[src/rtl/cam_gen_pkg.sv]
// Shared types and constants for the camera timing generator: FSM states,
// RGB565 colour-bar values and line/frame geometry helpers.
package cam_gen_pkg;

    typedef enum logic [2:0] {
        IDLE   = 3'd0,
        VSYNC  = 3'd1,
        VBACK  = 3'd2,
        ACTIVE = 3'd3,
        VFRONT = 3'd4
    } cam_state_e;

    localparam logic [15:0] RGB_WHITE   = 16'hFFFF;
    localparam logic [15:0] RGB_YELLOW  = 16'hFFE0;
    localparam logic [15:0] RGB_CYAN    = 16'h07FF;
    localparam logic [15:0] RGB_GREEN   = 16'h07E0;
    localparam logic [15:0] RGB_MAGENTA = 16'hF81F;
    localparam logic [15:0] RGB_RED     = 16'hF800;
    localparam logic [15:0] RGB_BLUE    = 16'h001F;
    localparam logic [15:0] RGB_BLACK   = 16'h0000;

    // pclk periods in one complete line, active plus blank
    function automatic int line_len(input int h_active, input int h_blank, input int bpp);
        return (h_active + h_blank) * bpp;
    endfunction

    function automatic int max_lines(input int a, input int b, input int c, input int d);
        int m;
        m = a;
        if (b > m) m = b;
        if (c > m) m = c;
        if (d > m) m = d;
        return m;
    endfunction

    function automatic logic [15:0] bar_color(input logic [2:0] bar);
        logic [15:0] c;
        case (bar)
            3'd0:    c = RGB_WHITE;
            3'd1:    c = RGB_YELLOW;
            3'd2:    c = RGB_CYAN;
            3'd3:    c = RGB_GREEN;
            3'd4:    c = RGB_MAGENTA;
            3'd5:    c = RGB_RED;
            3'd6:    c = RGB_BLUE;
            default: c = RGB_BLACK;
        endcase
        return c;
    endfunction

endpackage

[src/rtl/cam_pclk_div.sv]
// Pixel-clock divider: pclk toggles every PCLK_HALF inclk cycles; fall_tick
// flags the inclk cycle whose edge drives pclk low.
module cam_pclk_div #(
    parameter int PCLK_HALF = 8
) (
    input  logic inclk,
    input  logic rst,
    output logic pclk,
    output logic fall_tick
);

    localparam int DIV_W = $clog2(PCLK_HALF) + 1;
    localparam logic [DIV_W-1:0] DIV_LAST = DIV_W'(PCLK_HALF - 1);

    logic [DIV_W-1:0] div_cnt_q, div_cnt_d;
    logic             pclk_q, pclk_d;
    logic             toggle_s;

    // next divider count and pclk level
    always_comb begin
        toggle_s = (div_cnt_q == DIV_LAST);
        if (toggle_s) begin
            div_cnt_d = '0;
            pclk_d    = ~pclk_q;
        end else begin
            div_cnt_d = div_cnt_q + DIV_W'(1);
            pclk_d    = pclk_q;
        end
    end

    // divider state; pclk idles high out of reset
    always_ff @(posedge inclk or posedge rst) begin
        if (rst) begin
            div_cnt_q <= '0;
            pclk_q    <= 1'b1;
        end else begin
            div_cnt_q <= div_cnt_d;
            pclk_q    <= pclk_d;
        end
    end

    assign pclk      = pclk_q;
    assign fall_tick = toggle_s & pclk_q;

endmodule

[src/rtl/cam_timing_gen.sv]
// OV-style camera source: frame/line framing plus a byte ramp, or RGB565
// colour bars when CAM_TIMING_GEN_COLORBAR_EN is defined.
module cam_timing_gen
    import cam_gen_pkg::*;
#(
    parameter int PCLK_HALF     = 8,
    parameter int BPP           = 2,
    parameter int H_ACTIVE      = 640,
    parameter int H_BLANK       = 144,
    parameter int V_SYNC_LINES  = 1,
    parameter int V_BACK_LINES  = 3,
    parameter int V_ACTIVE      = 480,
    parameter int V_FRONT_LINES = 10
) (
    input  logic        inclk,
    input  logic        rst,
    input  logic        en,
    output logic        pclk,
    output logic        href,
    output logic        vsync,
    output logic [7:0]  data,
    output logic        frame_start,
    output logic [15:0] frame_cnt
);

    localparam int LINE   = line_len(H_ACTIVE, H_BLANK, BPP);
    localparam int MAXL   = max_lines(V_SYNC_LINES, V_BACK_LINES, V_ACTIVE, V_FRONT_LINES);
    localparam int BYTE_W = $clog2(LINE) + 1;
    localparam int LINE_W = $clog2(MAXL) + 1;

    localparam logic [BYTE_W-1:0] LAST_BYTE   = BYTE_W'(LINE - 1);
    localparam logic [BYTE_W-1:0] HREF_END    = BYTE_W'(H_ACTIVE * BPP);
    localparam logic [LINE_W-1:0] SYNC_LAST   = LINE_W'(V_SYNC_LINES - 1);
    localparam logic [LINE_W-1:0] BACK_LAST   = LINE_W'(V_BACK_LINES - 1);
    localparam logic [LINE_W-1:0] ACTIVE_LAST = LINE_W'(V_ACTIVE - 1);
    localparam logic [LINE_W-1:0] FRONT_LAST  = LINE_W'(V_FRONT_LINES - 1);

    cam_state_e        state_q, state_d;
    logic [BYTE_W-1:0] byte_cnt_q, byte_cnt_d;
    logic [LINE_W-1:0] line_cnt_q, line_cnt_d;
    logic [15:0]       frame_cnt_q, frame_cnt_d;
    logic              href_q, href_d;
    logic              vsync_q, vsync_d;
    logic [7:0]        data_q, data_d;
    logic              frame_start_q, frame_start_d;
    logic              fall_tick_s;
    logic              last_byte_s;
    logic [7:0]        pattern_s;

    cam_pclk_div #(
        .PCLK_HALF (PCLK_HALF)
    ) u_div (
        .inclk     (inclk),
        .rst       (rst),
        .pclk      (pclk),
        .fall_tick (fall_tick_s)
    );

    // frame FSM and position counters; counters hold the position being presented
    always_comb begin
        state_d       = state_q;
        byte_cnt_d    = byte_cnt_q;
        line_cnt_d    = line_cnt_q;
        frame_cnt_d   = frame_cnt_q;
        frame_start_d = 1'b0;
        last_byte_s   = (byte_cnt_q == LAST_BYTE);
        if (fall_tick_s) begin
            if (last_byte_s) begin
                byte_cnt_d = '0;
                line_cnt_d = line_cnt_q + LINE_W'(1);
            end else begin
                byte_cnt_d = byte_cnt_q + BYTE_W'(1);
            end
            case (state_q)
                IDLE: begin
                    byte_cnt_d = '0;
                    line_cnt_d = '0;
                    if (en) begin
                        state_d       = VSYNC;
                        frame_start_d = 1'b1;
                    end else begin
                        state_d = IDLE;
                    end
                end
                VSYNC: begin
                    if (last_byte_s && (line_cnt_q == SYNC_LAST)) begin
                        state_d    = VBACK;
                        line_cnt_d = '0;
                    end else begin
                        state_d = VSYNC;
                    end
                end
                VBACK: begin
                    if (last_byte_s && (line_cnt_q == BACK_LAST)) begin
                        state_d    = ACTIVE;
                        line_cnt_d = '0;
                    end else begin
                        state_d = VBACK;
                    end
                end
                ACTIVE: begin
                    if (last_byte_s && (line_cnt_q == ACTIVE_LAST)) begin
                        state_d    = VFRONT;
                        line_cnt_d = '0;
                    end else begin
                        state_d = ACTIVE;
                    end
                end
                VFRONT: begin
                    if (last_byte_s && (line_cnt_q == FRONT_LAST)) begin
                        line_cnt_d  = '0;
                        frame_cnt_d = frame_cnt_q + 16'd1;
                        if (en) begin
                            state_d       = VSYNC;
                            frame_start_d = 1'b1;
                        end else begin
                            state_d = IDLE;
                        end
                    end else begin
                        state_d = VFRONT;
                    end
                end
                default: begin
                    state_d    = IDLE;
                    byte_cnt_d = '0;
                    line_cnt_d = '0;
                end
            endcase
        end else begin
            state_d = state_q;
        end
    end

`ifdef CAM_TIMING_GEN_COLORBAR_EN
    logic [BYTE_W-1:0] pixel_s;
    logic [BYTE_W+2:0] pixel_x8_s;
    logic [2:0]        bar_s;
    logic [15:0]       color_s;

    // RGB565 bar byte for the next position, high byte first within a pixel
    always_comb begin
        pixel_s    = byte_cnt_d / BYTE_W'(BPP);
        pixel_x8_s = {pixel_s, 3'b000};
        bar_s      = 3'(pixel_x8_s / (BYTE_W + 3)'(H_ACTIVE));
        color_s    = bar_color(bar_s);
        if ((byte_cnt_d % BYTE_W'(BPP)) == '0) begin
            pattern_s = color_s[15:8];
        end else begin
            pattern_s = color_s[7:0];
        end
    end
`else
    // byte ramp restarting at 0x00 on every line
    always_comb begin
        pattern_s = byte_cnt_d[7:0];
    end
`endif

    // pixel-interface outputs follow the next position, launched with pclk fall
    always_comb begin
        href_d  = href_q;
        vsync_d = vsync_q;
        data_d  = data_q;
        if (fall_tick_s) begin
            vsync_d = (state_d == VSYNC);
            href_d  = (state_d == ACTIVE) && (byte_cnt_d < HREF_END);
            if (href_d) begin
                data_d = pattern_s;
            end else begin
                data_d = 8'h00;
            end
        end else begin
            href_d = href_q;
        end
    end

    // state and output registers
    always_ff @(posedge inclk or posedge rst) begin
        if (rst) begin
            state_q       <= IDLE;
            byte_cnt_q    <= '0;
            line_cnt_q    <= '0;
            frame_cnt_q   <= 16'd0;
            href_q        <= 1'b0;
            vsync_q       <= 1'b0;
            data_q        <= 8'h00;
            frame_start_q <= 1'b0;
        end else begin
            state_q       <= state_d;
            byte_cnt_q    <= byte_cnt_d;
            line_cnt_q    <= line_cnt_d;
            frame_cnt_q   <= frame_cnt_d;
            href_q        <= href_d;
            vsync_q       <= vsync_d;
            data_q        <= data_d;
            frame_start_q <= frame_start_d;
        end
    end

    assign href        = href_q;
    assign vsync       = vsync_q;
    assign data        = data_q;
    assign frame_start = frame_start_q;
    assign frame_cnt   = frame_cnt_q;

endmodule
[config.mk]
export PLATFORM = sky130hd
export DESIGN_NAME = cam_timing_gen
export DESIGN_NICKNAME = d
export VERILOG_FILES = /design/src/rtl/cam_gen_pkg.sv /design/src/rtl/cam_pclk_div.sv /design/src/rtl/cam_timing_gen.sv
export SDC_FILE = /design/constraint.sdc
export NUM_CORES = 1
export LEC_CHECK = 0
export CAP_MARGIN = 20
export CORE_AREA = 2 2 92 94
export DETAILED_ROUTE_END_ITERATION = 6
export DIE_AREA = 0 0 94 96
export PLACE_DENSITY_LB_ADDON = 0.1
export SLEW_MARGIN = 20
export SYNTH_ARGS = -nofsm -noshare
export SYNTH_HDL_FRONTEND = slang
export SYNTH_SLANG_ARGS = --single-unit
[constraint.sdc]
create_clock -name inclk -period 2.35 [get_ports inclk]
set_input_delay 0.3525 -clock inclk [delete_from_list [all_inputs] [get_ports inclk]]
set_output_delay 0.3525 -clock inclk [all_outputs]
set_load 0.005 [all_outputs]
**Run 1: clock routing**

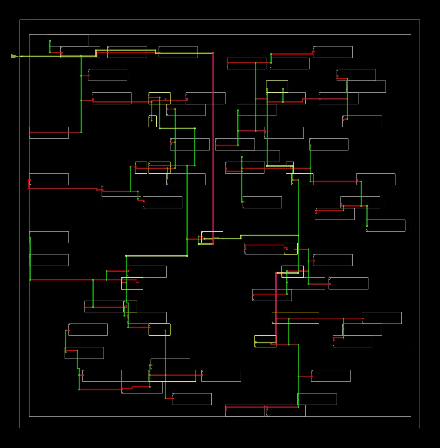
Late-Pin Clk Latency: 0.34 ns
Clock Power: 0.00102 W
clock sinks: 57

**Run 1: M3 wires**

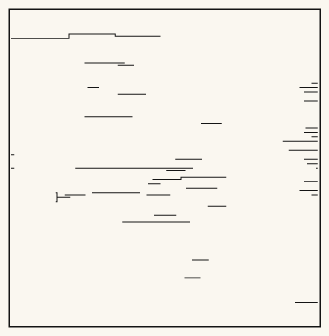
longest straight run = 35.4 µm
nets with wire on the layer = 33
main direction = horizontal
share of all routed wire = 4.2%

**Run 1: metal 1**

Supply wires on this layer in grey.
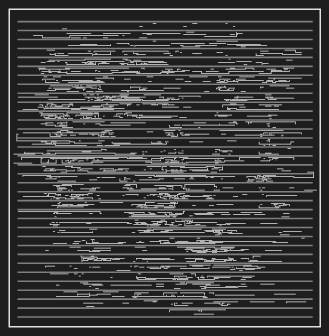
share of all routed wire = 46%
longest straight run = 32.2 µm

-- run 1: layout make-up --
class                   count  area share
multi-input cells         246       0.416
flip-flops and latches     57       0.339
repair buffers             72       0.150
well taps                 105      0.0312
clock buffers               9      0.0295
clock inverters             7      0.0226
inverters                  12      0.0107
-- run 1: per-stage QoR --
stage,area (µm²),utilization
global placement,3860,0.479
detailed placement,3860,0.479
global route,4210,0.522
CTS,4090,0.508
floorplan,3180,-
finish,4210,0.522
-- run 1: registers in the layout, summed over array words and instances (netlist names), 3 cells and up --
name	flops
state_q	3
data	8
frame_cnt	16
byte_cnt_q	12
u_div.div_cnt_q	4
line_cnt_q	10
-- run 1: critical path, delay by kind of cell, from the launching register on --
family,cells,cell delay [ns]
simple gates,4,1.55
compound gates,2,0.21
flops,1,0.38
==> impl_metrics.env, run 1 <==
# flow metrics
export IMPL_outcome="complete, no violations"
export IMPL_post_cts_buffers=1
export IMPL_ios=31
export IMPL_drc=0
export IMPL_final_nets=408
export IMPL_tool_warnings=31
export IMPL_ys_warn_count=0
export IMPL_grt_most_used_layer="met2"
export IMPL_hold_buffers=0
export IMPL_arrival_ns=2.49
export IMPL_grt_util_all_layers=0.184
export IMPL_p_leak_nw=1.87
export IMPL_worstSetupPathType="reg2reg"
export IMPL_layout_top_cell="dfrtp_1"
export IMPL_synthSimpleGateAreaFrac=0.263
export IMPL_hp_class="in2async"
export IMPL_grt_pass1_vias=2639
export IMPL_initCoreUtil=0.392
export IMPL_ys_async_sr_fraction=1.00
export IMPL_path_common_cell="or3_4"
export IMPL_coreArea_mm2=0.00805
export IMPL_port_buffers=30
export IMPL_drive_gt1_frac=0.228
export IMPL_place_hpwl_um=5400
export IMPL_crit_path_start_kind="flip-flop"
export IMPL_root_buffer="clkbuf_8"
export IMPL_tns_ns=0
export IMPL_cp_slowest_stage_delay_ns=0.54
export IMPL_comb_power_share=0.014
export IMPL_die_w_um=94
export IMPL_area_leaders="dfrtp_1 (44%), xor2_1 (5.6%), nand4_1 (4.6%), nand2_1 (4.4%), xnor2_1 (3.6%)"
export IMPL_crit_path_cell_trace="or3_4 > or3_4 > nor4_1 > nor2_4 > o2111ai_1 > o21ai_0"
export IMPL_yosysCellCount=328
export IMPL_most_common_cell="dfrtp_1"
export IMPL_finalPower_w=0.00203
export IMPL_power_leader="the clock network"
export IMPL_slew_headroom=0.582
export IMPL_power_density_mw_per_mm2=482
export IMPL_netlist_area_mm2=0.00315
export IMPL_cpMaxStageDelayCell="nor4_1"
export IMPL_viasPerCell=5.29
export IMPL_overflow=0
export IMPL_fin_crit_sh=0.964
export IMPL_routed_top_layer="met4"
export IMPL_vdd_drop_max_mv=0.235
export IMPL_htree_levels=3
export IMPL_cp_end_kind="flip-flop"
export IMPL_internal_power_w=0.00158
**Run 1: signal metal coverage by tile**

Scale bar: 20 µm. 19 x 19 tiles, from dark purple (low) to yellow (high), scaled to the fullest tile. Values are wire area over tile area, all layers added.
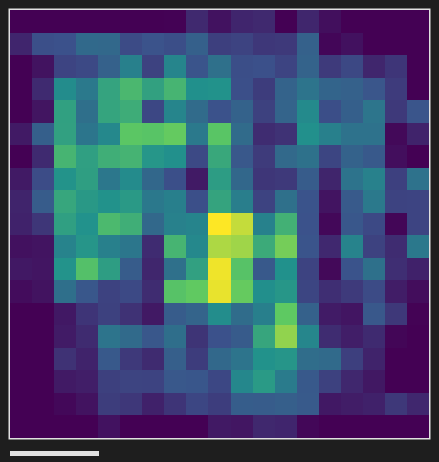

==> run 1 -> run 2 <==
==> constraint.sdc (replaced) <==
create_clock -name inclk -period 2.2 [get_ports inclk]
set_input_delay 0.33 -clock inclk [delete_from_list [all_inputs] [get_ports inclk]]
set_output_delay 0.33 -clock inclk [all_outputs]
set_load 0.005 [all_outputs]
**Run 2: signal metal coverage by tile**

Scale bar: 20 µm. 19 x 19 tiles, from dark purple (low) to yellow (high), scaled to the fullest tile. Values are wire area over tile area, all layers added.
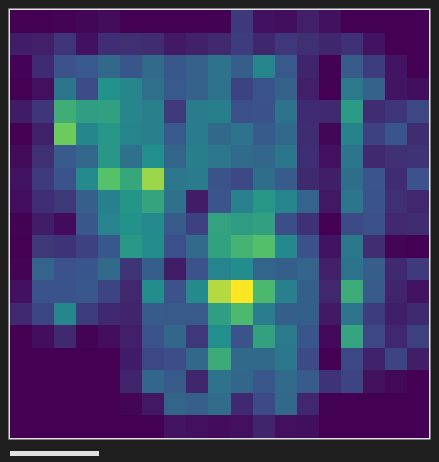
fullest tile = 0.60
nearly empty tiles = 18%
mean over tiles = 0.13
tiles over half the peak = 8.6%
emptiest ninth of the die = lower left
densest ninth of the die = centre

**Run 2: clock routing**

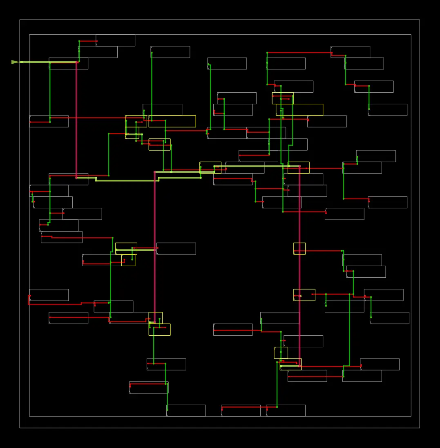
flop count: 57
clock buffers: 9

==> run 2 against run 1 <==
  * The run now ends with negative setup slack left
  * Sequential power up 7%
  * Area after synthesis unchanged
  * Non-clock buffer count is 17 higher
  * Largest cell class unchanged
  * Clock skew up 0.0024 ns
  * Final cell count rose by 3.3%
  * Synthesized cell count unchanged
  * Maximum frequency rose by 0.66%
  * Clock power is about 10% higher
==> impl_metrics.env, run 2 <==
# flow metrics
export IMPL_most_common_cell="dfrtp_1"
export IMPL_drive_gt1_frac=0.279
export IMPL_postPlaceCellArea_mm2=0.00404
export IMPL_power_density_mw_per_mm2=502
export IMPL_outcome="finished, violations left"
export IMPL_cp_depth=6
export IMPL_area_leaders="dfrtp_1 (44%), xor2_1 (5.6%), nand4_1 (4.6%), nand2_1 (4.4%), xnor2_1 (3.6%)"
export IMPL_inv_count=12
export IMPL_ys_warn_count=0
export IMPL_ios=31
export IMPL_place_hpwl_um=5650
export IMPL_clock_latency_ns=0.35
export IMPL_setup_violations=16
export IMPL_failed_checks="negative setup slack"
export IMPL_fin_ws_ns=-0.0515
export IMPL_root_buffer="clkbuf_8"
export IMPL_synthSimpleGateAreaFrac=0.263
export IMPL_slew_headroom=0.716
export IMPL_drc=0
export IMPL_combAreaFraction=0.409
export IMPL_finalPower_w=0.00223
export IMPL_cts_sinks=57
export IMPL_port_buffers=30
export IMPL_grt_util_all_layers=0.189
export IMPL_seq_share=0.322
export IMPL_layout_top_cell="dfrtp_1"
export IMPL_worstSetupPathType="reg2reg"
export IMPL_ys_async_sr_fraction=1.00
export IMPL_cp_end_kind="flip-flop"
export IMPL_overflow=0
export IMPL_coreArea_mm2=0.00805
export IMPL_final_nets=425
export IMPL_comb_power_share=0.015
export IMPL_yosysCellCount=328
export IMPL_nNonClkBuffers=89
export IMPL_grt_most_used_layer="met2"
export IMPL_die_w_um=94
export IMPL_hp_class="in2async"
[run 2: cell counts after synthesis]
Identical to the previous run, type by type.
[run 2: power by group through the flow]
stage          sequential [W]  clock, W  combinational, W
5_1_grt               0.00105   0.00122         0.0000402
4_1_cts               0.00105   0.00117         0.0000365
2_1_floorplan         0.00107         0         0.0000167
3_3_place_gp          0.00107         0         0.0000362
3_5_place_dp          0.00107         0         0.0000364
6_report              0.00105   0.00115         0.0000342
[run 2: cell families (layout without fill, tap and decap cells)]
group / count (synthesis) / count (layout)
and+or+nand+nor: 148 / 149
DFF: 57 / 57
AOI/OAI and AO/OA: 56 / 56
xor gates and xnor gates: 33 / 33
buffers and inverters: 26 / 117
adders and majority gates: 7 / 7
muxes: 1 / 1
**Run 2: M2 wires**

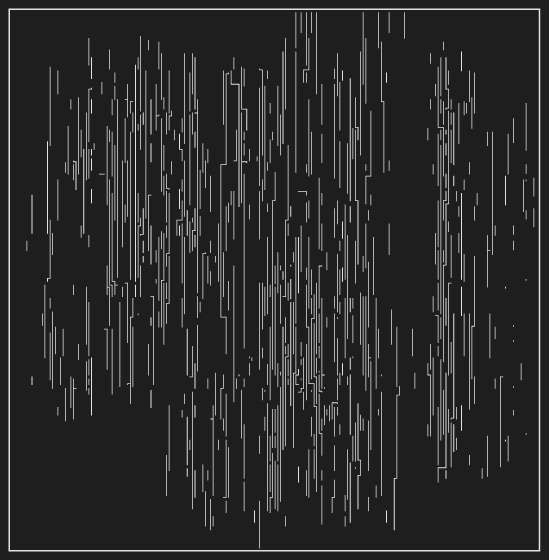

==> run 2 -> run 3 <==
--- a/config.mk
+++ b/config.mk
@@ -9,7 +9,7 @@
 export CORE_AREA = 2 2 92 94
 export DETAILED_ROUTE_END_ITERATION = 6
 export DIE_AREA = 0 0 94 96
-export PLACE_DENSITY_LB_ADDON = 0.1
+export PLACE_DENSITY = 0.62
 export SLEW_MARGIN = 20
 export SYNTH_ARGS = -nofsm -noshare
 export SYNTH_HDL_FRONTEND = slang
**Run 3: M2 wires**

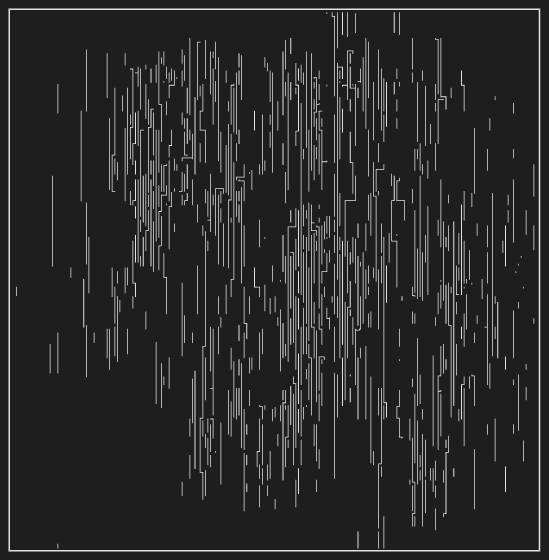
longest straight run = 38.4 µm
main direction = vertical
wire length on this layer = 3670 µm

**Run 3: clock routing**

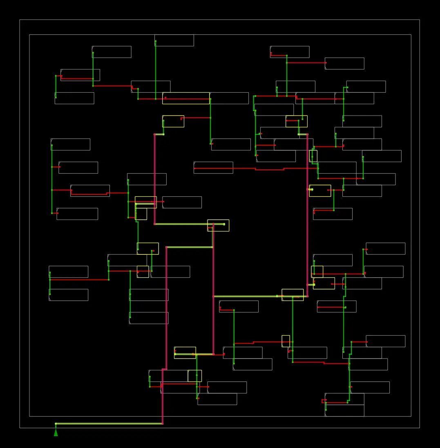
Clock Power: 0.000962 W
Worst Clk Skew: 0.0120 ns
CTS Buf Count: 9

==> run 3 against run 2 <==
  * The run still ends with negative setup slack left
  * Count of clock-buffer cells in the layout stayed put
  * Flip-flop count stayed put
  * Maximum frequency is 0.26% higher
==> impl_metrics.env, run 3 <==
# flow metrics
export IMPL_largest_class="combinational gates"
export IMPL_viasPerCell=5.39
export IMPL_failed_checks="negative setup slack"
export IMPL_cp_num_buf_inv=0
export IMPL_coreArea_mm2=0.00805
export IMPL_fin_ws_ns=-0.0457
export IMPL_hp_class="in2async"
export IMPL_htree_levels=3
export IMPL_setup_violations=8
export IMPL_yosysCellCount=328
export IMPL_ys_async_sr_fraction=1.00
export IMPL_crit_path_cell_trace="or4_4 > nor4_1 > a21oi_1 > nor2_4 > nand4_1 > o31ai_1"
export IMPL_power_leader="registers"
export IMPL_ff_count=57
export IMPL_tapCellCount=105
export IMPL_power_density_mw_per_mm2=461
export IMPL_p_seq_w=0.00105
export IMPL_vdd_drop_max_mv=0.247
export IMPL_layout_top_cell="dfrtp_1"
export IMPL_cp_slowest_stage_delay_ns=0.58
export IMPL_outcome="finished, violations left"
export IMPL_grt_util_all_layers=0.181
export IMPL_overflow=0
export IMPL_worstSetupPathType="reg2reg"
export IMPL_ios=31
export IMPL_slew_headroom=0.748
export IMPL_arrival_ns=2.50
export IMPL_most_common_cell="dfrtp_1"
export IMPL_netlist_area_mm2=0.00315
## run 3: timing repair
action / CTS / global route
cloned: 1 / 0
gates resized: 12 / 23
buffers inserted: 2 / 5
pin swaps: 11 / 6
setup endpoints to repair: 29 / 35
## run 3: cells by family (layout without fill, tap and decap cells)
kind of cell / count (synthesis) / after routing / share of synthesized area
multiplexers: 1 / 1 / 0.00357
AND/OR/NAND/NOR: 148 / 148 / 0.263
buffers and inverters: 26 / 120 / 0.0369
AND-OR/OR-AND: 56 / 56 / 0.124
XOR/XNOR: 33 / 33 / 0.0917
adder cells (fa/ha/maj): 7 / 7 / 0.0278
flip-flops: 57 / 57 / 0.453
## run 3: per-layer routing
layer	wire length, µm	global-route usage
met2	3670	0.287
met1	3630	0.247
met5	0	0
met3	222	0.0313
met4	146	0.0761
Power and IR drop assume default switching activity.
